Figure 1. Metal 1 (run 1).
The bar under the picture is 20 µm long. Supply wires on this layer in grey.
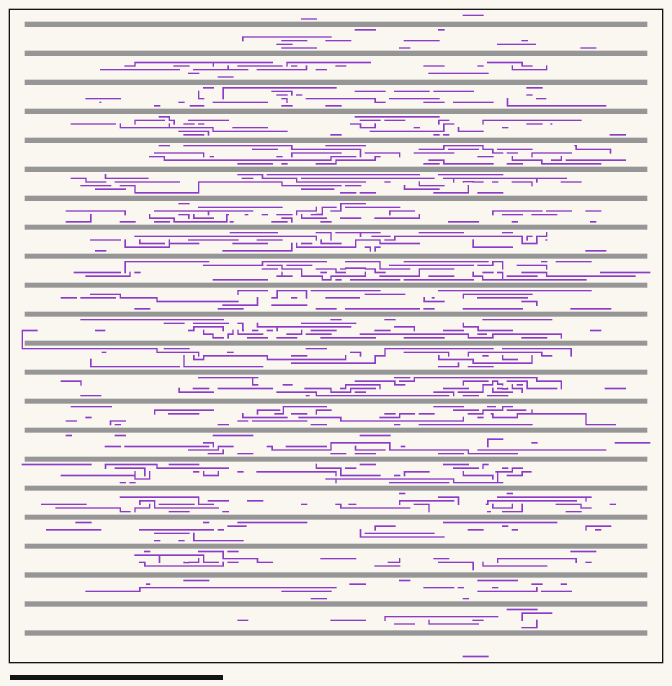
Figure 2. M2 wires (run 1).
Cells faint in the background.
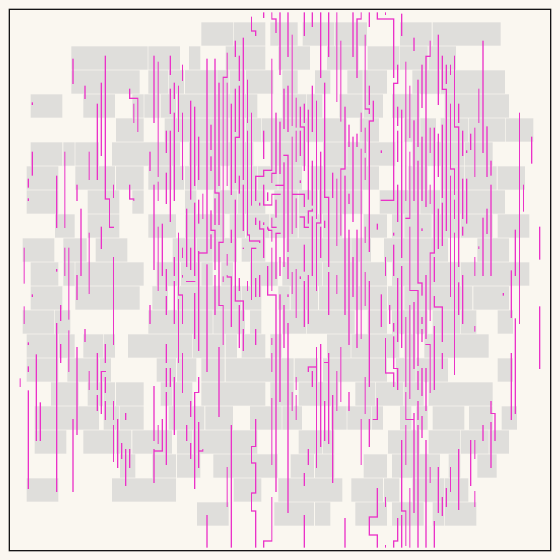
Figure 3. Signal wires on met3 (run 1).
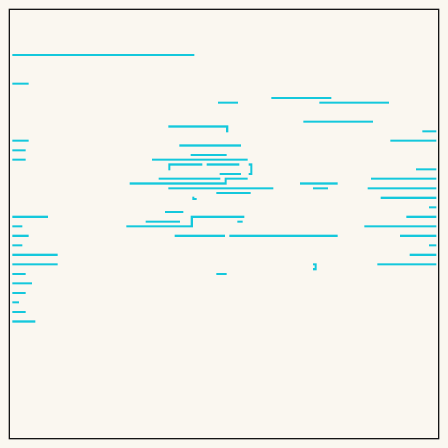
Figure 4. Routing congestion map (run 1).
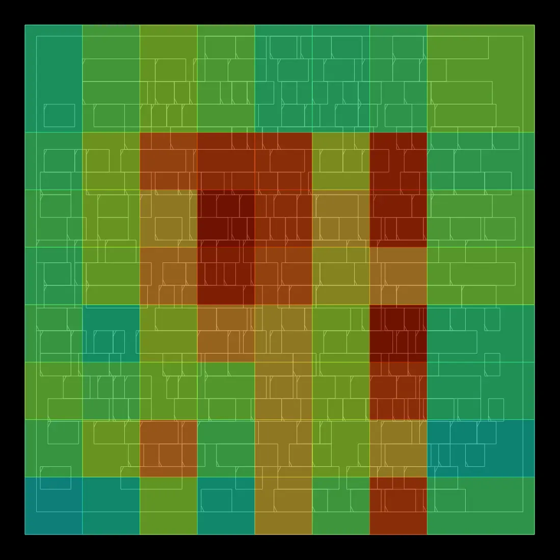
[config.mk]
export PLATFORM = sky130hd
export DESIGN_NAME = vehicle_status_monitor
export DESIGN_NICKNAME = d
export VERILOG_FILES = /design/src/rtl/vehicle_status_monitor.sv
export SDC_FILE = /design/constraint.sdc
export NUM_CORES = 1
export LEC_CHECK = 0
export CORE_UTILIZATION = 44
export CTS_CLUSTER_DIAMETER = 30
export DETAILED_ROUTE_END_ITERATION = 12
export MAX_ROUTING_LAYER = met4
export PLACE_DENSITY_LB_ADDON = 0.25
export SETUP_SLACK_MARGIN = 0.3
export SLEW_MARGIN = 40
export SYNTH_ARGS = -nofsm -noshare
export SYNTH_HDL_FRONTEND = slang
export SYNTH_SLANG_ARGS = --single-unit
[constraint.sdc]
create_clock -name clk -period 1.9 [get_ports clk]
set_input_delay 0.38 -clock clk [delete_from_list [all_inputs] [get_ports clk]]
set_output_delay 0.38 -clock clk [all_outputs]
set_load 0.03 [all_outputs]
[src/rtl/vehicle_status_monitor.sv]
// Vehicle status flag producer: debounced thermal and fuel flags with hysteresis,
// plus trip-distance tracking. Every output comes straight from a flop.
module vehicle_status_monitor #(
  parameter int TEMP_W     = 8,
  parameter int TEMP_HOT   = 85,
  parameter int TEMP_COOL  = 75,
  parameter int FUEL_W     = 8,
  parameter int FUEL_EMPTY = 4,
  parameter int DIST_W     = 16,
  parameter int DEBOUNCE   = 4
) (
  input  logic              clk,
  input  logic              rst_n,
  input  logic              temp_valid,
  input  logic [TEMP_W-1:0] temp_data,
  input  logic              fuel_valid,
  input  logic [FUEL_W-1:0] fuel_level,
  input  logic              odo_tick,
  input  logic              trip_load,
  input  logic [DIST_W-1:0] trip_target,
  output logic              cpu_overheated,
  output logic              gas_tank_empty,
  output logic              arrived,
  output logic              trip_active,
  output logic [DIST_W-1:0] dist_remaining
);

  localparam int CNT_W = $clog2(DEBOUNCE + 1);
  localparam logic [CNT_W-1:0]  DEB_LAST = CNT_W'(DEBOUNCE - 1);
  localparam logic [CNT_W-1:0]  CNT_ONE  = CNT_W'(1);
  localparam logic [TEMP_W-1:0] HOT_TH   = TEMP_W'(TEMP_HOT);
  localparam logic [TEMP_W-1:0] COOL_TH  = TEMP_W'(TEMP_COOL);
  localparam logic [FUEL_W-1:0] EMPTY_TH = FUEL_W'(FUEL_EMPTY);
  localparam logic [DIST_W-1:0] DIST_ONE = DIST_W'(1);

  typedef enum logic {TH_COOL, TH_HOT} therm_state_e;
  typedef enum logic {FU_OK, FU_EMPTY} fuel_state_e;
  typedef enum logic [1:0] {TR_IDLE, TR_ACTIVE, TR_ARRIVED} trip_state_e;

  therm_state_e      therm_q, therm_d;
  fuel_state_e       fuel_q, fuel_d;
  trip_state_e       trip_q, trip_d;
  logic [CNT_W-1:0]  tcnt_q, tcnt_d;
  logic [CNT_W-1:0]  fcnt_q, fcnt_d;
  logic [DIST_W-1:0] dist_q, dist_d;
  logic              cpu_overheated_q, cpu_overheated_d;
  logic              gas_tank_empty_q, gas_tank_empty_d;
  logic              arrived_q, arrived_d;
  logic              trip_active_q, trip_active_d;
  logic              t_qual, f_qual;

  // A sample "qualifies" when it argues for leaving the current state; the
  // band between the two thresholds qualifies in neither, giving hysteresis.
  always_comb begin
    therm_d          = therm_q;
    tcnt_d           = tcnt_q;
    cpu_overheated_d = cpu_overheated_q;
    t_qual = (therm_q == TH_COOL) ? (temp_data >= HOT_TH) : (temp_data <= COOL_TH);
    if (temp_valid) begin
      if (!t_qual) begin
        tcnt_d = '0;
      end else if (tcnt_q == DEB_LAST) begin
        tcnt_d           = '0;
        therm_d          = (therm_q == TH_COOL) ? TH_HOT : TH_COOL;
        cpu_overheated_d = (therm_q == TH_COOL);
      end else begin
        tcnt_d = tcnt_q + CNT_ONE;
      end
    end
  end

  always_comb begin
    fuel_d           = fuel_q;
    fcnt_d           = fcnt_q;
    gas_tank_empty_d = gas_tank_empty_q;
    f_qual = (fuel_q == FU_OK) ? (fuel_level <= EMPTY_TH) : (fuel_level > EMPTY_TH);
    if (fuel_valid) begin
      if (!f_qual) begin
        fcnt_d = '0;
      end else if (fcnt_q == DEB_LAST) begin
        fcnt_d           = '0;
        fuel_d           = (fuel_q == FU_OK) ? FU_EMPTY : FU_OK;
        gas_tank_empty_d = (fuel_q == FU_OK);
      end else begin
        fcnt_d = fcnt_q + CNT_ONE;
      end
    end
  end

  // A load always wins over a simultaneous tick; ticks only count while ACTIVE,
  // and ACTIVE always has at least one unit left, so the counter cannot wrap.
  always_comb begin
    trip_d        = trip_q;
    dist_d        = dist_q;
    arrived_d     = arrived_q;
    trip_active_d = trip_active_q;
    if (trip_load) begin
      if (trip_target == '0) begin
        trip_d        = TR_ARRIVED;
        dist_d        = '0;
        arrived_d     = 1'b1;
        trip_active_d = 1'b0;
      end else begin
        trip_d        = TR_ACTIVE;
        dist_d        = trip_target;
        arrived_d     = 1'b0;
        trip_active_d = 1'b1;
      end
    end else if (trip_q == TR_ACTIVE && odo_tick) begin
      dist_d = dist_q - DIST_ONE;
      if (dist_q == DIST_ONE) begin
        trip_d        = TR_ARRIVED;
        arrived_d     = 1'b1;
        trip_active_d = 1'b0;
      end
    end
  end

  always_ff @(posedge clk) begin
    if (!rst_n) begin
      therm_q          <= TH_COOL;
      tcnt_q           <= '0;
      cpu_overheated_q <= 1'b0;
      fuel_q           <= FU_EMPTY;
      fcnt_q           <= '0;
      gas_tank_empty_q <= 1'b1;
      trip_q           <= TR_IDLE;
      dist_q           <= '0;
      arrived_q        <= 1'b0;
      trip_active_q    <= 1'b0;
    end else begin
      therm_q          <= therm_d;
      tcnt_q           <= tcnt_d;
      cpu_overheated_q <= cpu_overheated_d;
      fuel_q           <= fuel_d;
      fcnt_q           <= fcnt_d;
      gas_tank_empty_q <= gas_tank_empty_d;
      trip_q           <= trip_d;
      dist_q           <= dist_d;
      arrived_q        <= arrived_d;
      trip_active_q    <= trip_active_d;
    end
  end

  assign cpu_overheated = cpu_overheated_q;
  assign gas_tank_empty = gas_tank_empty_q;
  assign arrived        = arrived_q;
  assign trip_active    = trip_active_q;
  assign dist_remaining = dist_q;

endmodule

==> impl_metrics.tcl, run 1 <==
# metrics dict for downstream scripts
set metrics [dict create \
    hold_end "tcnt_q[2]" \
    nonClkBufAreaFrac 0.273 \
    cp_slowest_stage_delay_ns 0.58 \
    run_status "finished, final reports clean" \
    adder_share 0.0325 \
    logic_gates 137 \
    nNetsFinal 289 \
    critical_path.max_fanout 5 \
    drive_above_1_share 0.228 \
    ys_cells 176 \
    grt_pass1_vias 1440 \
    drtAntennaViolNets 0 \
    ff_type "dfxtp_1" \
    maxSlewHeadroom 0.785 \
    synthTopLogicFamily "simple AND/OR/NAND/NOR gates" \
    ys_types 55 \
    p_sw_frac 0.327 \
    ys_sh_mux 0.00649 \
    p_int_mw 0.912 \
    yosysMostFrequentCell "dfxtp_1" \
    postSynthSeqShare 0.338 \
    syn_nets 218 \
    total_power_mw 1.35 \
    power_density_nw_per_um2 575 \
    leakagePower_nw 0.957 \
    r2r-start "dist_remaining[6]" \
    post_cts.repair.setup_buffers 1 \
    flop-count 26 \
    clkbuf_count 4 \
    ys_sh_aoi 0.224 \
    simple_gate_share 0.311 \
    whs_path_depth 2 \
    tritoncts "built" \
    die_h_um 61.2 \
    syn_inst 176 \
    xor_share 0.0568 \
    final.setup.tns_ns 0 \
    grt_pass1_wl_um 6600 \
    path_cells "or4bb_4 -> nor4_4 -> xnor2_1 -> o2bb2ai_2" \
    cts_buffer_depth 2 \
    instances_no_fill 292 \
    pg_clk_mw 0.287 \
    max_freq_mhz 613 \
    period_minus_slack_ns 1.63 \
    edf_count 0 \
    largest_register_ffs 16 \
    post-route-util 0.706 \
    clkLatencyLatePin_ns 0.33 \
    viasPerCell 5.72 \
    grt_overflow_total 0 \
    peakVddDrop_mv 0.313 \
    place_ws_ns -0.0996 \
    firstDrtPassIters 6 \
    tap_cells 46 \
    gp_congestion 0.832 \
    seq_share 0.226 \
    crit_type "flop to flop" \
    syn_area_um2 1540 \
    placed_cell_area_um2 2270 \
    io_pins 58 \
    grt_use_met1 0.334 \
    highest_layer "met4" \
    crit_required_ns 2.13 \
    drc 0 \
    cts_buffers 3 \
    clock_tree_area_fraction 0.0154 \
    cts_sinks 26 \
    crit_buf_inv 0 \
    finalHoldWorstSlack_ns 0.452 \
    antenna_found_initial 0 \
    placement.io_buffers 57 \
    clockRootBuffer "clkbuf_4" \
    finalClockPeriodUsage 0.859 \
]
Notes on Figure 1 above:
wire length on this layer: 1850 µm
main direction: horizontal
share of all routed wire: 42%

Notes on Figure 2 above:
longest straight run: 23.8 µm
main direction: vertical
nets with wire on the layer: 254
wire length on this layer: 2160 µm
share of all routed wire: 49%
vias: 1670
met2 GRT Util: 0.388

Notes on Figure 3 above:
wire length on this layer: 316 µm
nets with wire on the layer: 50
main direction: horizontal
share of all routed wire: 7.2%
longest straight run: 25.8 µm

Notes on Figure 4 above:
WL/cell: 15.0 µm
most crowded layer after global routing: met2
gr usage total: 0.248

==> inputs of run 2 (changes only) <==
CAP_MARGIN = 20   (was default)
Figure 5. Routing congestion map (run 2).
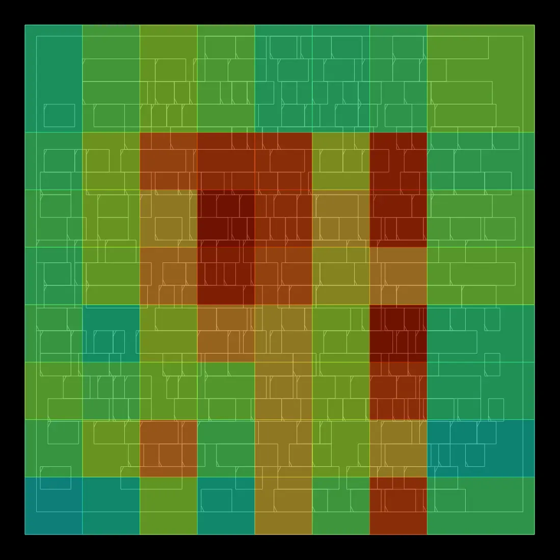
M1 GR Usage: 0.334
final core area utilization: 0.706
met3 Usage GRT: 0.0273

==> impl_metrics.tcl, run 2 <==
# metrics dict for downstream scripts
set metrics [dict create \
    run_status "finished, final reports clean" \
    logic_gates 137 \
    p_comb_mw 0.431 \
    die_h_um 61.2 \
    maxSlewHeadroom 0.785 \
    grt_max_degree 23 \
    clock_tree_area_fraction 0.0154 \
    placed_cell_area_um2 2270 \
    vias 1670 \
    gp_congestion 0.832 \
    firstDrtPassIters 6 \
    leakagePower_nw 0.957 \
    xor_share 0.0568 \
    yosysMostFrequentCell "dfxtp_1" \
    postSynthSeqShare 0.338 \
    p_int_mw 0.912 \
    grt_overflow_total 0 \
    final.setup.tns_ns 0 \
    crit_buf_inv 0 \
    use_met2 0.388 \
    instances_no_fill 292 \
    wl_per_cell_um 15.0 \
    drc 0 \
    top_usage_layer "met2" \
    viasPerCell 5.72 \
    tritoncts "built" \
    drtAntennaViolNets 0 \
    period_minus_slack_ns 1.63 \
    hold_end "tcnt_q[2]" \
    r2r-start "dist_remaining[6]" \
    path_cells "or4bb_4 -> nor4_4 -> xnor2_1 -> o2bb2ai_2" \
    peakVddDrop_mv 0.313 \
    critical_path.max_fanout 5 \
    total_power_mw 1.35 \
    pg_clk_mw 0.287 \
    drive_above_1_share 0.228 \
    ys_types 55 \
    seq_share 0.226 \
    crit_arrival_ns 1.87 \
    flop-count 26 \
    grt_pass1_vias 1440 \
    clkLatencyLatePin_ns 0.33 \
    finalClockPeriodUsage 0.859 \
    worstRegToRegCells 4 \
    post_cts.repair.setup_buffers 1 \
    crit_type "flop to flop" \
    clockRootBuffer "clkbuf_4" \
    antenna_found_initial 0 \
    grt_pass1_wl_um 6600 \
    edf_count 0 \
    largest_cell_class "multi-input combinational cells" \
    syn_nets 218 \
    cts_buffer_depth 2 \
    nonClkBufAreaFrac 0.273 \
    clkbuf_count 4 \
    synthTopLogicFamily "simple AND/OR/NAND/NOR gates" \
    adder_share 0.0325 \
    yosysWarnings 0 \
    cp_slowest_stage_delay_ns 0.58 \
    place_ws_ns -0.0996 \
    largest_register_ffs 16 \
    syn_inst 176 \
    ys_sh_aoi 0.224 \
    io_pins 58 \
    highest_layer "met4" \
    ys_cells 176 \
    ys_sh_mux 0.00649 \
    crit_required_ns 2.13 \
    switchingPower_mw 0.442 \
    warnings 30 \
    syn_area_um2 1540 \
    tap_cells 46 \
    max_freq_mhz 613 \
    whs_path_depth 2 \
    cts_sinks 26 \
    placement.io_buffers 57 \
    rsz0062_at_grt "true" \
    cts_buffers 3 \
    p_sw_frac 0.327 \
    nNetsFinal 289 \
    finalHoldWorstSlack_ns 0.452 \
    maxPowerGroup "registers" \
]
Figure 6. Signal wires on met3 (run 2).
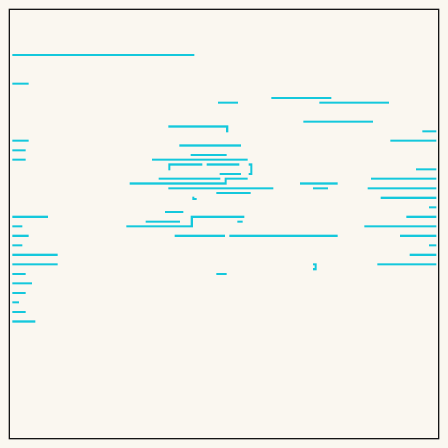

==> inputs of run 3 (changes only) <==
CELL_PAD_IN_SITES_DETAIL_PLACEMENT = 1   (was default)
CELL_PAD_IN_SITES_GLOBAL_PLACEMENT = 2   (was default)
CORE_UTILIZATION = 25   (was 44)
Figure 7. Signal wires on met3 (run 3).
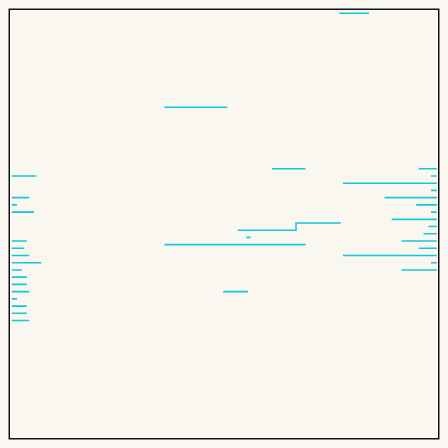
nets with wire on the layer: 36
main direction: horizontal
share of all routed wire: 3.8%
wire length on this layer: 198 µm

==> impl_metrics.tcl, run 3 <==
# metrics dict for downstream scripts
set metrics [dict create \
    clock_tree_area_fraction 0.0213 \
    ff_type "dfxtp_1" \
    switchingPower_mw 0.472 \
    place_ws_ns -0.0819 \
    highest_layer "met4" \
    crit_buf_inv 0 \
    rsz0062_at_grt "true" \
    flop-count 26 \
    largest_register_ffs 16 \
    die_h_um 80.5 \
    tap_cells 75 \
    critical_path.max_fanout 6 \
    yosysMostFrequentCell "dfxtp_1" \
    maxPowerGroup "registers" \
    maxSlewHeadroom 0.712 \
    grt_max_degree 18 \
    drive_above_1_share 0.268 \
    period_minus_slack_ns 1.60 \
    cts_buffer_depth 2 \
    drc 0 \
    ys_sh_mux 0.00649 \
    post_cts.repair.setup_buffers 5 \
    nNetsFinal 308 \
    r2r-start "dist_remaining[2]" \
    drtAntennaViolNets 0 \
    finalHoldWorstSlack_ns 0.409 \
    edf_count 0 \
    postSynthSeqShare 0.338 \
    run_status "finished, final reports clean" \
    simple_gate_share 0.311 \
    largest_cell_class "multi-input combinational cells" \
    crit_type "flop to flop" \
    nonClkBufAreaFrac 0.311 \
    top_usage_layer "met2" \
    xor_share 0.0568 \
    seq_share 0.210 \
    grt_overflow_total 0 \
    use_met2 0.286 \
    grt_pass1_vias 1716 \
    placed_cell_area_um2 2390 \
    post-route-util 0.436 \
    worstRegToRegCells 4 \
    grt_pass1_wl_um 8540 \
    crit_arrival_ns 1.79 \
    path_cells "or4_4 -> nor4_2 -> xnor2_1 -> o2bb2ai_1" \
]
